run_1/wires.png
Bar = 50 microns. Two of the layers only.
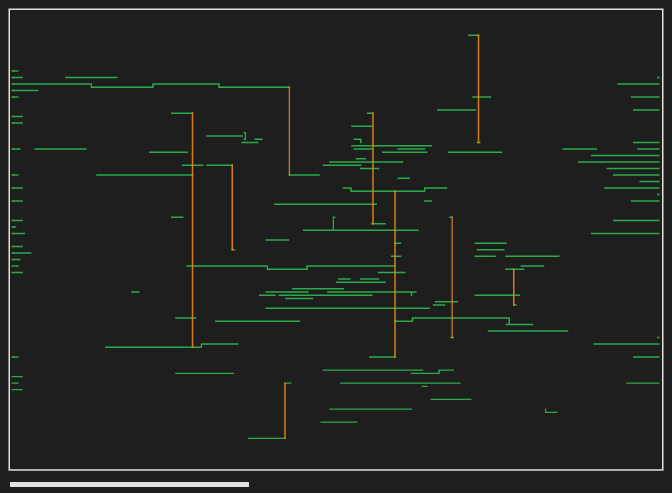
run_1/congestion.png
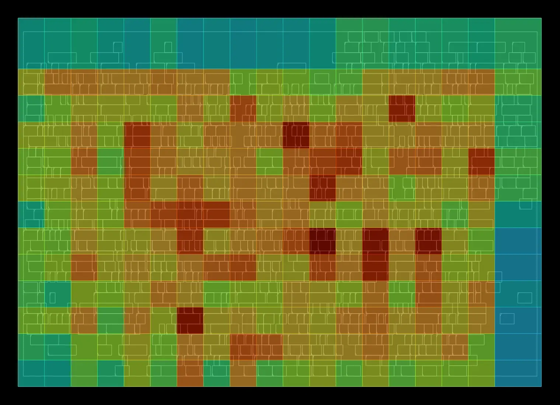
run_1/metal_density.png
The die is cut into 27 by 19 equal tiles; white is low, dark blue is high, scaled to the fullest tile. Values are wire area over tile area, all layers added.
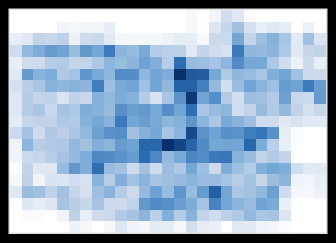
[src/rtl/pdm_dac_multi.sv]
// Multi-channel PDM DAC: double-buffered PCM frames feed per-channel sigma-delta modulators.
// Define PDM_DAC_SECOND_ORDER_EN for second-order loops; the default build is first-order carry modulation.
module pdm_dac_multi #(
    parameter int DATA_WIDTH   = 16,
    parameter int NUM_CHANNELS = 2,
    parameter int DIV_WIDTH    = 8,
    parameter int OSR_WIDTH    = 10
) (
    input  logic                               clk,
    input  logic                               resetn,
    input  logic                               enable,
    input  logic [DIV_WIDTH-1:0]               clk_div,
    input  logic [OSR_WIDTH-1:0]               osr,
    input  logic [NUM_CHANNELS*DATA_WIDTH-1:0] sample_data,
    input  logic                               sample_valid,
    output logic                               sample_ready,
    output logic                               underrun,
    output logic [15:0]                        underrun_count,
    output logic [NUM_CHANNELS-1:0]            pdm_out,
    output logic                               pdm_oe,
    output logic [1:0]                         state
);

    // state    | meaning
    // IDLE  0  | disabled, modulators cleared, outputs not driven
    // PRIME 1  | enabled, waiting for the first frame
    // RUN   2  | modulating, frames swapped in at frame boundaries
    localparam logic [1:0] ST_IDLE  = 2'd0;
    localparam logic [1:0] ST_PRIME = 2'd1;
    localparam logic [1:0] ST_RUN   = 2'd2;

    localparam int FW = NUM_CHANNELS * DATA_WIDTH;

    logic [1:0]              state_q, state_d;
    logic [DIV_WIDTH-1:0]    div_q, div_d;
    logic [OSR_WIDTH-1:0]    frm_q, frm_d;
    logic [FW-1:0]           shadow_q, shadow_d;
    logic                    shadow_full_q, shadow_full_d;
    logic [FW-1:0]           active_q, active_d;
    logic [NUM_CHANNELS-1:0] pdm_q, pdm_d;
    logic                    underrun_q, underrun_d;
    logic [15:0]             urun_cnt_q, urun_cnt_d;

    logic tick;
    logic boundary;
    logic xfer;

    assign tick     = (state_q == ST_RUN) && (div_q == clk_div);
    assign boundary = tick && (frm_q == osr);
    assign xfer     = sample_valid && !shadow_full_q;

    always_comb begin
        state_d       = state_q;
        div_d         = div_q;
        frm_d         = frm_q;
        shadow_d      = shadow_q;
        shadow_full_d = shadow_full_q;
        active_d      = active_q;
        underrun_d    = 1'b0;
        urun_cnt_d    = urun_cnt_q;

        case (state_q)
            ST_IDLE: begin
                if (enable) begin
                    state_d = ST_PRIME;
                end
            end
            ST_PRIME: begin
                if (shadow_full_q) begin
                    active_d      = shadow_q;
                    shadow_full_d = 1'b0;
                    div_d         = '0;
                    frm_d         = '0;
                    state_d       = ST_RUN;
                end
            end
            ST_RUN: begin
                div_d = tick ? '0 : div_q + 1'b1;
                if (tick) begin
                    frm_d = boundary ? '0 : frm_q + 1'b1;
                end
                if (boundary) begin
                    if (shadow_full_q) begin
                        active_d      = shadow_q;
                        shadow_full_d = 1'b0;
                    end else begin
                        underrun_d = 1'b1;
                        if (urun_cnt_q != 16'hFFFF) begin
                            urun_cnt_d = urun_cnt_q + 16'd1;
                        end
                    end
                end
            end
            default: begin
                state_d = ST_IDLE;
            end
        endcase

        // An incoming frame always owns the shadow write, even on a boundary swap.
        if (xfer) begin
            shadow_d      = sample_data;
            shadow_full_d = 1'b1;
        end

        if (!enable) begin
            state_d       = ST_IDLE;
            div_d         = '0;
            frm_d         = '0;
            shadow_full_d = 1'b0;
            underrun_d    = 1'b0;
        end
    end

`ifdef PDM_DAC_SECOND_ORDER_EN
    localparam int AW = DATA_WIDTH + 4;

    logic [NUM_CHANNELS*AW-1:0] a1_q, a1_d;
    logic [NUM_CHANNELS*AW-1:0] a2_q, a2_d;

    always_comb begin
        logic signed [AW-1:0] act;
        logic signed [AW-1:0] fb;
        logic signed [AW-1:0] a1_n;
        logic signed [AW-1:0] a2_n;
        a1_d  = a1_q;
        a2_d  = a2_q;
        pdm_d = pdm_q;
        act   = '0;
        fb    = '0;
        a1_n  = '0;
        a2_n  = '0;
        for (int k = 0; k < NUM_CHANNELS; k++) begin
            act  = signed'({4'b0000, active_q[k*DATA_WIDTH +: DATA_WIDTH]});
            fb   = pdm_q[k] ? (AW'(1) << DATA_WIDTH) : '0;
            a1_n = signed'(a1_q[k*AW +: AW]) + act - fb;
            a2_n = signed'(a2_q[k*AW +: AW]) + a1_n - fb;
            if (tick) begin
                a1_d[k*AW +: AW] = a1_n;
                a2_d[k*AW +: AW] = a2_n;
                pdm_d[k]         = ~a2_n[AW-1];
            end
        end
        if (!enable) begin
            a1_d  = '0;
            a2_d  = '0;
            pdm_d = '0;
        end
    end

    always_ff @(posedge clk) begin
        if (resetn) begin
            a1_q <= '0;
            a2_q <= '0;
        end else begin
            a1_q <= a1_d;
            a2_q <= a2_d;
        end
    end
`else
    logic [FW-1:0] acc_q, acc_d;

    // The carry out of acc + sample is the PDM bit; its long-run density is sample / 2^DATA_WIDTH.
    always_comb begin
        logic [DATA_WIDTH:0] sum;
        acc_d = acc_q;
        pdm_d = pdm_q;
        sum   = '0;
        for (int k = 0; k < NUM_CHANNELS; k++) begin
            sum = {1'b0, acc_q[k*DATA_WIDTH +: DATA_WIDTH]}
                + {1'b0, active_q[k*DATA_WIDTH +: DATA_WIDTH]};
            if (tick) begin
                acc_d[k*DATA_WIDTH +: DATA_WIDTH] = sum[DATA_WIDTH-1:0];
                pdm_d[k]                          = sum[DATA_WIDTH];
            end
        end
        if (!enable) begin
            acc_d = '0;
            pdm_d = '0;
        end
    end

    always_ff @(posedge clk) begin
        if (resetn) begin
            acc_q <= '0;
        end else begin
            acc_q <= acc_d;
        end
    end
`endif

    always_ff @(posedge clk) begin
        if (resetn) begin
            state_q       <= ST_IDLE;
            div_q         <= '0;
            frm_q         <= '0;
            shadow_q      <= '0;
            shadow_full_q <= 1'b0;
            active_q      <= '0;
            pdm_q         <= '0;
            underrun_q    <= 1'b0;
            urun_cnt_q    <= '0;
        end else begin
            state_q       <= state_d;
            div_q         <= div_d;
            frm_q         <= frm_d;
            shadow_q      <= shadow_d;
            shadow_full_q <= shadow_full_d;
            active_q      <= active_d;
            pdm_q         <= pdm_d;
            underrun_q    <= underrun_d;
            urun_cnt_q    <= urun_cnt_d;
        end
    end

    assign sample_ready   = ~shadow_full_q;
    assign underrun       = underrun_q;
    assign underrun_count = urun_cnt_q;
    assign pdm_out        = pdm_q;
    assign pdm_oe         = (state_q == ST_RUN);
    assign state          = state_q;

endmodule

[config.mk]
export PLATFORM = sky130hd
export DESIGN_NAME = pdm_dac_multi
export DESIGN_NICKNAME = d
export VERILOG_FILES = /design/src/rtl/pdm_dac_multi.sv
export SDC_FILE = /design/constraint.sdc
export NUM_CORES = 1
export LEC_CHECK = 0
export CORE_ASPECT_RATIO = 0.7
export CORE_MARGIN = 1
export CORE_UTILIZATION = 57
export DETAILED_ROUTE_END_ITERATION = 10
export PLACE_DENSITY = 0.9
export RECOVER_POWER = 50
export SLEW_MARGIN = 20
export SYNTH_ARGS = -nofsm -noshare
export SYNTH_HDL_FRONTEND = slang
export SYNTH_SLANG_ARGS = --single-unit
[constraint.sdc]
create_clock -name clk -period 4.1 [get_ports clk]
set_clock_uncertainty 0.1 [all_clocks]
set_input_delay 0.615 -clock clk [delete_from_list [all_inputs] [get_ports clk]]
set_output_delay 0.615 -clock clk [all_outputs]
set_load 0.01 [all_outputs]
==> results_slide.txt, run 1 <==
Key Metrics from the Run

Yosys
  • Main flop type: dfxtp_1
  • Synth Seq Share: 37.80%
  • Synth Net Count: 964
  • Leading area contributor after synthesis: dfxtp_1
  • Post-Synthesis Cells: 873
  • Cell area after synthesis: 7202 sq um
  • Yosys warning tally: 0

STA
  • Setup violations, final: 0
  • Worst Hold Slack: 0.3582 ns
  • Max-slew violations: 0
  • Worst slew pin tran: 1.175 ns
  • Unrepaired setup endpoints after global routing: no
  • Slew headroom: 21.48%
  • Tmin final: 3.270 ns

Clock tree
  • CTS Buf Count: 17
  • CTS root buf: clkbuf_16
  • Clk latency late pin: 0.42 ns

Setup path
  • Worst setup SP type: input pin
  • Worst Setup SP: clk_div[7]
  • Worst path bufs/invs: 2
  • Worst-path fanout max: 28
  • Slowest CP cell: nand3_1

Run status
  • Status: complete, no violations

Placement
  • Port Buffers: 76

Die
  • Width of the die: 136.4 microns
  • Placeable Area: 12020 sq um
  • DIE AREA: 13100 sq um

Detailed routing
  • Drt drc: 0
  • Drt pass-1 iters: 7

Pwr
  • Net Sw Frac: 22.67%
  • Leak Pwr: 3.110 nW

Global routing
  • Vias in the first global route: 5891
  • Grt total ovfl: 0

Cells and area
  • Cell area after layout: 8620 sq um
  • Antenna diode count: 0
About wires.png:
Green shows metal 3, wire length 962 microns. Orange shows metal 4, wire length 209 microns.
GRT Util Overall: 26.76%
Post-Route WL: 16460 microns

About congestion.png:
WL/cell: 15.02 microns
GR peak layer: met2

About metal_density.png:
21% of the tiles are over half the peak. The fullest tile reaches 0.63. The densest ninth of the die: middle.

[run 1: worst max path at each step]
stage | endpoint | slack (ns) | depth (start not counted)
CTS | active_q[23] | 1.26 | 9
global route | acc_q[14] | 0.55 | 8
finish | acc_q[14] | 0.83 | 8
floorplan | acc_q[30] | 1.68 | 8
detailed placement | active_q[10] | 0.89 | 9
global placement | active_q[9] | 0.93 | 9
[run 1: metal layers]
layer	vias up	wire, microns	global-route usage (%)
li1	3192	-	-
met4	0	209	7.963
met5	-	0	0
met2	208	7191	41.33
met1	2985	8102	37.07
met3	23	962	6.266
[run 1: cell type report]
type	instances	area (sq um)
multi-input cells	671	4223
fillers	901	3396
flip-flops and latches	136	2723
repair buffers	85	819.5
clock buffers	17	425.4
well taps	157	196.4
clock inverters	15	176.4
inverters	15	56.30
[run 1: flip-flops by register name (all words and copies together), names as in the netlist]
register	cells
pdm_out	2
shadow_q	32
underrun_count	16
frm_q	10
underrun	1
active_q	32
acc_q	32
state	2
div_q	8
shadow_full_q	1
[run 1: power by group through the flow]
stage               Combinational [mW]  Sequential [mW]  Clock, mW
floorplan                       0.0921             1.38          0
global placement                 0.167             1.38          0
detailed placement               0.169             1.39          0
CTS                              0.172             1.36       1.57
global route                     0.187             1.36       1.63
finish                           0.169             1.36       1.56
[run 1: cells by family after synthesis]
group,count (synthesis),synth area share (%)
AND-OR/OR-AND,184,15.10
XOR/XNOR,49,5.959
adder cells (fa/ha/maj),37,6.637
buffers and inverters,66,3.613
flip-flops,136,37.80
multiplexers,40,5.594
AND/OR/NAND/NOR,361,25.30
[run 1: stage by stage]
step | utilization [%] | total power [mW]
2_1_floorplan | - | 1.474
4_1_cts | 71.86 | 3.094
3_3_place_gp | 66.85 | 1.551
5_1_grt | 71.74 | 3.178
6_report | 71.74 | 3.083
3_5_place_dp | 66.85 | 1.554
run_1/detail.png
Bar = 5 microns. Region (92, 62) to (112, 82) microns. Cells in gray, sequential cells in the stronger gray; small squares are vias.
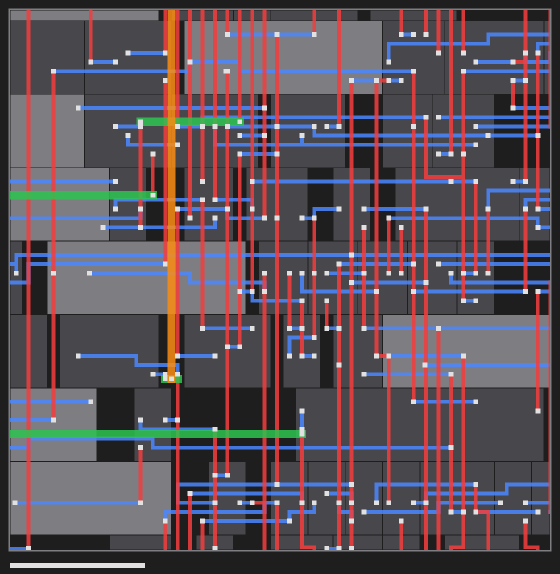

==> run 2, diff against run 1 <==
==> constraint.sdc (replaced) <==
create_clock -name clk -period 3.08 [get_ports clk]
set_clock_uncertainty 0.1 [all_clocks]
set_input_delay 0.462 -clock clk [delete_from_list [all_inputs] [get_ports clk]]
set_output_delay 0.462 -clock clk [all_outputs]
set_load 0.01 [all_outputs]
run_2/detail.png
Bar = 5 microns. Region (92, 62) to (112, 82) microns. Cells in gray, sequential cells in the stronger gray; small squares are vias.
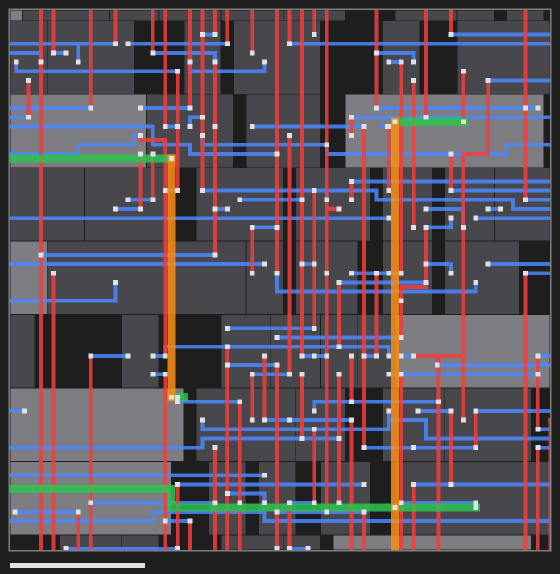
Orange shows metal 4. Red shows metal 2. Green shows metal 3. Blue shows metal 1.
35 logic cells have their middle in the window. Most frequent: nand2_1 (5), dfxtp_1 (5), nor2_1 (4). Netlist names of flops here include frm_q (2), state (2). Sequential cells in the window: 5.

==> run 2 against run 1 <==
Register-to-register slack got worse by 0.89 ns. Total power rose by 35%. Non-clock buffer count rose by 7. Critical endpoint is now acc_q[30].
==> results_slide.txt, run 2 <==
Key Metrics from the Run

Pwr
  • Int Pwr: 3.230 mW
  • Net Sw Frac: 22.47% (-0.19 points)
  • VDD IR max: 0.4032 mV
  • Leak Pwr: 3.166 nW (+1.8%)

Die
  • Cell Rows: 33
  • Placeable Area: 12020 sq um (unchanged)
  • Width of the die: 136.4 microns (unchanged)
  • Fp_density: 59.94%
  • DIE AREA: 13100 sq um (unchanged)

Detailed routing
  • Drt drc: 0 (unchanged)
  • Drt pass-1 iters: 5 (-2)

Cells and area
  • Commonest Layout Cell: dfxtp_1
  • Largest regs: acc_q (32), active_q (32), shadow_q (32)
  • Antenna diode count: 0 (unchanged)
  • Filler cell count: 937 (+4.0%)
  • Comb area: 4225 sq um (about the same)
  • Area grow syn2layout: 20.93%
  • Sequential Area: 2723 sq um (unchanged)
  • Share of cells above drive strength 1: 5.603%

Setup path
  • Worst setup SP type: flip-flop
  • Worst path bufs/invs: 0 (-2)
  • Worst path most repeated cell: a211oi_1
  • Slowest CP cell: a211oi_1
  • Worst Setup SP: active_q[16]
  • Crit path DAT: 3.12 ns
  • CP Capture Type: flip-flop
  • WP depth: 8 (unchanged)
  • CP Cell Sequence: ha_1 -> fa_1 -> a211oi_1 -> o21bai_1 -> a211oi_1 -> o21ai_1 -> a311o_1 -> nand3_1
  • Worst-path fanout max: 4 (-86%)
  • Worst reg2reg setup slack: 0.21 ns
  • Crit path capture: acc_q[30]
  • CP Class: reg2reg
  • Reg2reg end: acc_q[30]
  • Largest stage delay, worst path: 0.45 ns

Yosys
  • Post-Synthesis Cells: 873 (unchanged)
  • Main flop type: dfxtp_1
  • Synth flops: 136
  • Synth Net Count: 964 (unchanged)
  • Leading area contributor after synthesis: dfxtp_1
  • Yosys warning tally: 0 (unchanged)
  • Async SR Flop Fraction: 0%
  • Synth Seq Share: 37.80% (unchanged)
  • Cell area after synthesis: 7202 sq um (unchanged)

STA
  • Slew headroom: 4.105% (-17 points)
  • Worst slew pin tran: 1.438 ns (+0.2635 ns)
  • Max-slew violations: 0 (unchanged)
  • Worst Hold Slack: 0.3545 ns (-0.003711 ns)
  • Setup violations, final: 0 (unchanged)
  • Unrepaired setup endpoints after global routing: no
  • Tmin final: 2.868 ns
  • FMAX: 348.7 MHz

Worst hold path
  • Hold Startpoint: shadow_q[11]
  • Min-Delay Path Depth: 2
  • Worst hold endpoint: shadow_q[11]

Global routing
  • Grt total ovfl: 0 (unchanged)
  • Vias in the first global route: 5932 (+0.70%)
  • GRT Util Overall: 27.37% (+0.60 points)
  • Largest net degree at the start of global routing: 116

Run status
  • Status: complete, no violations

Clock tree
  • CTS root buf: clkbuf_16
  • Sinks on Clock Net: 136
  • CTS Buf Count: 17 (unchanged)
  • Clk latency late pin: 0.42 ns (about the same)
  • Clock-pin slew on the worst setup and hold paths: 0.06 ns

Placement
  • Port Buffers: 76 (unchanged)
  • Post-DP HPWL: 11150 microns

Job
  • Log Warnings: 28
run_2/metal_density.png
The die is cut into 27 by 19 equal tiles; white is low, dark blue is high, scaled to the fullest tile. Values are wire area over tile area, all layers added.
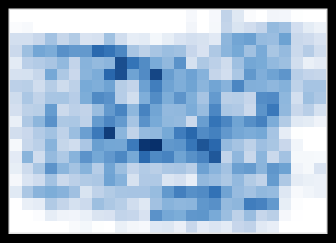
12% of the tiles are nearly empty. The mean over all tiles is 0.21. The densest ninth of the die: middle. 23% of the tiles are over half the peak. The fullest tile reaches 0.63.
WL/cell: 15.46 microns
via count: 6467
Post-Route WL: 17050 microns

-- run 2: cell counts after synthesis --
No cell type changed its count.
-- run 2: per-layer routing --
metal  GRT usage, %  up-vias  wire (microns)
li1               -     3208               -
met1          37.13     3027            8169
met4          9.444        0             225
met2          44.67      211            7701
met5              0        -               0
met3          3.897       21             954
-- run 2: tightest hold or removal path: cells and delay by family, from the launching register on --
family | cells | cell delay (ns)
DFF | 1 | 0.31
AOI/OAI and AO/OA | 1 | 0.05
and+or+nand+nor | 1 | 0.05
-- run 2: cells by family after synthesis --
group	Yosys count	share of synthesized area, %
compound gates	184	15.10
xor+xnor	49	5.959
fa+ha+maj	37	6.637
buf+inv	66	3.613
flops	136	37.80
mux	40	5.594
simple gates	361	25.30
-- run 2: through the flow --
| step | instance area [sq um] | util, % | setup slack [ns] | power [mW] |
|---|---|---|---|---|
| floorplan | 7202 | - | 0.6618 | 1.962 |
| global placement | 8110 | 67.50 | 0.2815 | 2.074 |
| detailed placement | 8110 | 67.50 | 0.2393 | 2.078 |
| CTS | 8731 | 72.66 | 0.2737 | 4.179 |
| global route | 8710 | 72.49 | 0.08436 | 4.294 |
| finish | 8710 | 72.49 | 0.2122 | 4.167 |
-- run 2: layout make-up --
type                       count  area share [%]
inverter                      15          0.6465
clock buffer                  19           5.200
timing repair buffer          92           10.20
tap                          157           2.255
clock inverter                13           1.925
sequential                   136           31.26
multi-input combinational    671           48.51
-- run 2: power groups by stage --
stage | registers, mW | logic (mW) | clock network [mW]
CTS | 1.81 | 0.236 | 2.14
finish | 1.81 | 0.234 | 2.13
floorplan | 1.84 | 0.123 | 0
global placement | 1.84 | 0.231 | 0
detailed placement | 1.84 | 0.234 | 0
global route | 1.81 | 0.255 | 2.23
Power is estimated from default activity; no workload was simulated.
